`config.mk`:
```
export PLATFORM = sky130hd
export DESIGN_NAME = mips_id_stage_flat
export DESIGN_NICKNAME = d
export VERILOG_FILES = /design/src/rtl/mips_id_stage_if.sv /design/src/rtl/mips_id_stage.sv /design/src/flat_wrapper.sv
export SDC_FILE = /design/constraint.sdc
export NUM_CORES = 1
export LEC_CHECK = 0
export CAP_MARGIN = 20
export CELL_PAD_IN_SITES_DETAIL_PLACEMENT = 0
export CELL_PAD_IN_SITES_GLOBAL_PLACEMENT = 1
export CORE_MARGIN = 4
export CORE_UTILIZATION = 31
export DETAILED_ROUTE_END_ITERATION = 10
export GPL_ROUTABILITY_DRIVEN = 0
export PLACE_DENSITY_LB_ADDON = 0.1
export SLEW_MARGIN = 20
export SYNTH_ARGS = -nofsm -noshare
export SYNTH_HDL_FRONTEND = slang
export SYNTH_SLANG_ARGS = --single-unit
```
`constraint.sdc`:
```
create_clock -name clk -period 2.6 [get_ports clk]
set_input_delay 0.26 -clock clk [delete_from_list [all_inputs] [get_ports clk]]
set_output_delay 0.26 -clock clk [all_outputs]
set_load 0.01 [all_outputs]
```
`src/rtl/mips_id_stage_if.sv`:
```
// mips_id_stage_if: fetch <-> decode/execute bundle for the MIPS ID stage
interface mips_id_stage_if;
  logic [31:0] if_ir;
  logic        flush;
  logic        stall;
  logic        if_branch;
  logic        if_jump;
  logic [15:0] if_imm16;
  logic [25:0] if_imm26;
  logic        ex_valid;
  logic        ex_regwrite;
  logic        ex_memread;
  logic        ex_memwrite;
  logic        ex_memtoreg;
  logic        ex_alusrc;
  logic        ex_regdst;
  logic [1:0]  ex_aluop;
  logic [4:0]  ex_rs;
  logic [4:0]  ex_rt;
  logic [4:0]  ex_rd;
  logic [31:0] ex_imm32;
  logic [5:0]  ex_funct;
  logic        illegal;
  modport master (
    output if_ir, flush,
    input  stall, if_branch, if_jump, if_imm16, if_imm26, ex_valid, ex_regwrite, ex_memread,
           ex_memwrite, ex_memtoreg, ex_alusrc, ex_regdst, ex_aluop, ex_rs, ex_rt, ex_rd,
           ex_imm32, ex_funct, illegal
  );
  modport slave (
    input  if_ir, flush,
    output stall, if_branch, if_jump, if_imm16, if_imm26, ex_valid, ex_regwrite, ex_memread,
           ex_memwrite, ex_memtoreg, ex_alusrc, ex_regdst, ex_aluop, ex_rs, ex_rt, ex_rd,
           ex_imm32, ex_funct, illegal
  );
endinterface

```
`src/rtl/mips_id_stage.sv`:
```
// mips_id_stage: IF/ID register, MIPS decode, load-use hazard detect and ID/EX register
module mips_id_stage #(
  parameter bit          HAZARD_EN = 1'b1,
  parameter logic [31:0] NOP_WORD  = 32'h00000000
) (
  input logic          clk,
  input logic          reset,
  mips_id_stage_if.slave s
);
  typedef struct packed {
    logic        valid;
    logic        regwrite;
    logic        memread;
    logic        memwrite;
    logic        memtoreg;
    logic        alusrc;
    logic        regdst;
    logic [1:0]  aluop;
    logic [4:0]  rs;
    logic [4:0]  rt;
    logic [4:0]  rd;
    logic [31:0] imm32;
    logic [5:0]  funct;
    logic        illegal;
  } ex_t;
  logic [31:0] r_ir;
  logic        r_valid;
  ex_t         r_ex;
  ex_t         w_dec;
  logic [5:0]  w_op;
  logic [15:0] w_imm;
  logic        w_r, w_lw, w_sw, w_beq, w_j, w_addi, w_ori, w_lui, w_known;
  logic        w_stall, w_bubble;
  assign w_op    = r_ir[31:26];
  assign w_imm   = r_ir[15:0];
  assign w_r     = w_op == 6'b000000;
  assign w_lw    = w_op == 6'b100011;
  assign w_sw    = w_op == 6'b101011;
  assign w_beq   = w_op == 6'b000100;
  assign w_j     = w_op == 6'b000010;
  assign w_addi  = w_op == 6'b001000;
  assign w_ori   = w_op == 6'b001101;
  assign w_lui   = w_op == 6'b001111;
  assign w_known = w_r | w_lw | w_sw | w_beq | w_j | w_addi | w_ori | w_lui;
  // rt only matters as a source for ops that actually read it
  assign w_stall = HAZARD_EN && r_ex.valid && r_ex.memread && r_ex.rt != 5'd0 && r_valid &&
                   (r_ex.rt == r_ir[25:21] || (r_ex.rt == r_ir[20:16] && (w_r || w_sw || w_beq)));
  assign w_bubble = s.flush | w_stall | ~r_valid;
  always_comb begin
    w_dec          = '0;
    w_dec.valid    = 1'b1;
    w_dec.regwrite = w_r | w_lw | w_addi | w_ori | w_lui;
    w_dec.memread  = w_lw;
    w_dec.memwrite = w_sw;
    w_dec.memtoreg = w_lw;
    w_dec.alusrc   = w_lw | w_sw | w_addi | w_ori | w_lui;
    w_dec.regdst   = w_r;
    w_dec.aluop    = w_r ? 2'b10 : w_beq ? 2'b01 : w_ori ? 2'b11 : 2'b00;
    w_dec.rs       = r_ir[25:21];
    w_dec.rt       = r_ir[20:16];
    w_dec.rd       = r_ir[15:11];
    w_dec.imm32    = w_ori ? {16'h0000, w_imm} : w_lui ? {w_imm, 16'h0000} : {{16{w_imm[15]}}, w_imm};
    w_dec.funct    = r_ir[5:0];
    w_dec.illegal  = ~w_known;
  end
  always_ff @(posedge clk or posedge reset) begin
    if (reset) begin
      r_ir    <= NOP_WORD;
      r_valid <= 1'b0;
    end else if (s.flush) begin
      r_ir    <= NOP_WORD;
      r_valid <= 1'b0;
    end else if (!w_stall) begin
      r_ir    <= s.if_ir;
      r_valid <= 1'b1;
    end
  end
  always_ff @(posedge clk or posedge reset) begin
    if (reset) r_ex <= '0;
    else r_ex <= w_bubble ? '0 : w_dec;
  end
  assign s.stall       = w_stall;
  assign s.if_branch   = w_beq & r_valid & ~w_stall & ~s.flush;
  assign s.if_jump     = w_j & r_valid & ~w_stall & ~s.flush;
  assign s.if_imm16    = r_ir[15:0];
  assign s.if_imm26    = r_ir[25:0];
  assign s.ex_valid    = r_ex.valid;
  assign s.ex_regwrite = r_ex.regwrite;
  assign s.ex_memread  = r_ex.memread;
  assign s.ex_memwrite = r_ex.memwrite;
  assign s.ex_memtoreg = r_ex.memtoreg;
  assign s.ex_alusrc   = r_ex.alusrc;
  assign s.ex_regdst   = r_ex.regdst;
  assign s.ex_aluop    = r_ex.aluop;
  assign s.ex_rs       = r_ex.rs;
  assign s.ex_rt       = r_ex.rt;
  assign s.ex_rd       = r_ex.rd;
  assign s.ex_imm32    = r_ex.imm32;
  assign s.ex_funct    = r_ex.funct;
  assign s.illegal     = r_ex.illegal;
endmodule
```
`src/flat_wrapper.sv`:
```
// flat-port wrapper written by rule: the top's interface ports become plain ports
module mips_id_stage_flat 
#(
  parameter bit          HAZARD_EN = 1'b1,
  parameter logic [31:0] NOP_WORD  = 32'h00000000
)
  (clk, reset, s_if_ir, s_flush, s_stall, s_if_branch, s_if_jump, s_if_imm16, s_if_imm26, s_ex_valid, s_ex_regwrite, s_ex_memread, s_ex_memwrite, s_ex_memtoreg, s_ex_alusrc, s_ex_regdst, s_ex_aluop, s_ex_rs, s_ex_rt, s_ex_rd, s_ex_imm32, s_ex_funct, s_illegal);
  mips_id_stage_if s_i ();
  input logic clk;
  input logic reset;
  input wire logic [$bits(s_i.if_ir)-1:0] s_if_ir;
  input wire logic [$bits(s_i.flush)-1:0] s_flush;
  output wire logic [$bits(s_i.stall)-1:0] s_stall;
  output wire logic [$bits(s_i.if_branch)-1:0] s_if_branch;
  output wire logic [$bits(s_i.if_jump)-1:0] s_if_jump;
  output wire logic [$bits(s_i.if_imm16)-1:0] s_if_imm16;
  output wire logic [$bits(s_i.if_imm26)-1:0] s_if_imm26;
  output wire logic [$bits(s_i.ex_valid)-1:0] s_ex_valid;
  output wire logic [$bits(s_i.ex_regwrite)-1:0] s_ex_regwrite;
  output wire logic [$bits(s_i.ex_memread)-1:0] s_ex_memread;
  output wire logic [$bits(s_i.ex_memwrite)-1:0] s_ex_memwrite;
  output wire logic [$bits(s_i.ex_memtoreg)-1:0] s_ex_memtoreg;
  output wire logic [$bits(s_i.ex_alusrc)-1:0] s_ex_alusrc;
  output wire logic [$bits(s_i.ex_regdst)-1:0] s_ex_regdst;
  output wire logic [$bits(s_i.ex_aluop)-1:0] s_ex_aluop;
  output wire logic [$bits(s_i.ex_rs)-1:0] s_ex_rs;
  output wire logic [$bits(s_i.ex_rt)-1:0] s_ex_rt;
  output wire logic [$bits(s_i.ex_rd)-1:0] s_ex_rd;
  output wire logic [$bits(s_i.ex_imm32)-1:0] s_ex_imm32;
  output wire logic [$bits(s_i.ex_funct)-1:0] s_ex_funct;
  output wire logic [$bits(s_i.illegal)-1:0] s_illegal;
  assign s_i.if_ir = s_if_ir;
  assign s_i.flush = s_flush;
  assign s_stall = s_i.stall;
  assign s_if_branch = s_i.if_branch;
  assign s_if_jump = s_i.if_jump;
  assign s_if_imm16 = s_i.if_imm16;
  assign s_if_imm26 = s_i.if_imm26;
  assign s_ex_valid = s_i.ex_valid;
  assign s_ex_regwrite = s_i.ex_regwrite;
  assign s_ex_memread = s_i.ex_memread;
  assign s_ex_memwrite = s_i.ex_memwrite;
  assign s_ex_memtoreg = s_i.ex_memtoreg;
  assign s_ex_alusrc = s_i.ex_alusrc;
  assign s_ex_regdst = s_i.ex_regdst;
  assign s_ex_aluop = s_i.ex_aluop;
  assign s_ex_rs = s_i.ex_rs;
  assign s_ex_rt = s_i.ex_rt;
  assign s_ex_rd = s_i.ex_rd;
  assign s_ex_imm32 = s_i.ex_imm32;
  assign s_ex_funct = s_i.ex_funct;
  assign s_illegal = s_i.illegal;
  mips_id_stage #(.HAZARD_EN(HAZARD_EN), .NOP_WORD(NOP_WORD)) u_core (.clk(clk), .reset(reset), .s(s_i));
endmodule
```
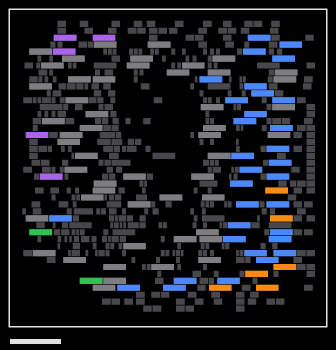
(sequential cells colored by netlist name)
Bar = 20 um. Other sequential cells in the stronger gray, the rest of the logic in the fainter gray.
[purple] u_core.s.ex_rs | sequential cells: 5 | where: north-west
[green] u_core.s.ex_aluop | sequential cells: 2
[orange] u_core.s.ex_funct | sequential cells: 6 | where: south-east
[blue] u_core.s.ex_imm32 | sequential cells: 32
not colored: 50

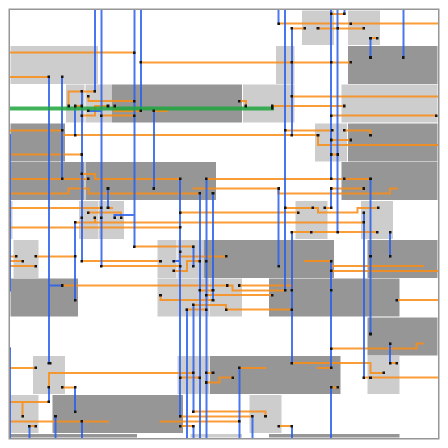
(close-up of the layout)
Window x 78 to 108, y 16 to 46 um. Cells in gray, sequential cells in the stronger gray; small squares are vias.
[orange] M1
[blue] M2
[green] M3
cells with their middle in the window: 36
sequential cells in the window: 13
netlist names of flops here include: u_core.s.ex_imm32 (8), u_core.s.ex_funct (3), u_core.r_ir (2)
most frequent: dfrtp_1 (13), and2_1 (6), and3_1 (5)

==> summary.json <==
{
  "n_all_buffers": {"value": 168},
  "power.clock.total": {"value": 0.00124, "unit": "W"},
  "floorplan.rows": {"value": 42},
  "holdWs": {"value": 0.287, "unit": "ns"},
  "postLayoutSetupSlackWorst": {"value": 0.101, "unit": "ns"},
  "yosys_warnings": {"value": 0},
  "synthesized_netlist_net_count": {"value": 437},
  "grt_max_degree": {"value": 76},
  "route.detailed.wl_per_inst": {"value": 16.5, "unit": "um"},
  "endpoints_failing_setup": {"value": 0},
  "post-route-cell-area": {"value": 5850, "unit": "um2"},
  "instance_count_after_placement_with_tap_cells_included": {"value": 669},
  "combAreaFraction": {"value": 0.230},
  "layout.area.seq": {"value": 2380, "unit": "um2"},
  "boundaryPins": {"value": 143},
  "grt_pass1_wl": {"value": 17700, "unit": "um"},
  "avgViaCountPerCell": {"value": 4.63},
  "share_clk_of_total_power": {"value": 0.388},
  "area.share.sequential": {"value": 0.406},
  "wl_met3": {"value": 822, "unit": "um"},
  "area_growth": {"value": 41.0, "unit": "%"},
  "remaining_drc_errors": {"value": 0},
  "proportion_of_layout_cells_with_a_drive_suffix_above_1": {"value": 0.112},
  "synth_area_per_cell": {"value": 10.3, "unit": "um2"},
  "cell_group_occupying_the_most_layout_area": {"value": "flip-flops and latches"},
  "logic_area": {"value": 1340, "unit": "um2"},
  "globalRouteOverflowTotal": {"value": 0},
  "timing.critical_path.to_type": {"value": "output pin"},
  "ao_oa_area_share": {"value": 0.112},
  "die_outline_area": {"value": 15300, "unit": "um2"},
  "layout_top_cell": {"value": "sky130_fd_sc_hd__clkdlybuf4s50_1"},
  "ys_flop_type": {"value": "sky130_fd_sc_hd__dfrtp_1"},
  "post_synth_most_frequent_cells": {"value": "sky130_fd_sc_hd__dfrtp_1 (95), sky130_fd_sc_hd__a21oi_1 (50), sky130_fd_sc_hd__buf_4 (46)"},
  "ant_nets": {"value": 0},
  "grt_setup_unrepaired": {"value": "false"},
  "synthXorXnorAreaFrac": {"value": 0.0232},
  "netlist.top_cell.by_area": {"value": "sky130_fd_sc_hd__dfrtp_1"},
  "final_net_count": {"value": 541},
  "yosysUniqueCellTypes": {"value": 35},
  "setup-tns-final": {"value": 0, "unit": "ns"},
  "power_per_cell_area": {"value": 545, "unit": "nW/um2"},
  "yosys-stat-area": {"value": 4150, "unit": "um2"},
  "worstReg2RegEnd": {"value": "u_core.r_ir[0]"},
  "cp-endpoint": {"value": "s_stall"},
  "grt_use_met3": {"value": 0.0590},
  "tightest_slew": {"value": 0.672, "unit": "ns"},
  "design_power_total": {"value": 0.00319, "unit": "W"},
  "ys_cells": {"value": 402},
  "status": {"value": "finished clean"},
  "globalRouteMet2Util": {"value": 0.252}
}
[worst max-delay path, stage by stage, from the launching register on]
cell,delay (ns)
sky130_fd_sc_hd__dfrtp_1,0.42
sky130_fd_sc_hd__or4_1,0.15
sky130_fd_sc_hd__o2111ai_2,0.16
sky130_fd_sc_hd__or4_4,0.59
sky130_fd_sc_hd__buf_4,0.16
sky130_fd_sc_hd__o21ai_0,0.12
sky130_fd_sc_hd__clkdlybuf4s15_1,0.29
[flip-flops by register name, summed over array words and instances (netlist names), 2 cells and up]
signal             flops
u_core.s.ex_rs         5
u_core.r_ir           32
u_core.s.ex_funct      6
u_core.s.ex_aluop      2
u_core.s.ex_rd         5
u_core.s.ex_rt         5
u_core.s.ex_imm32     32
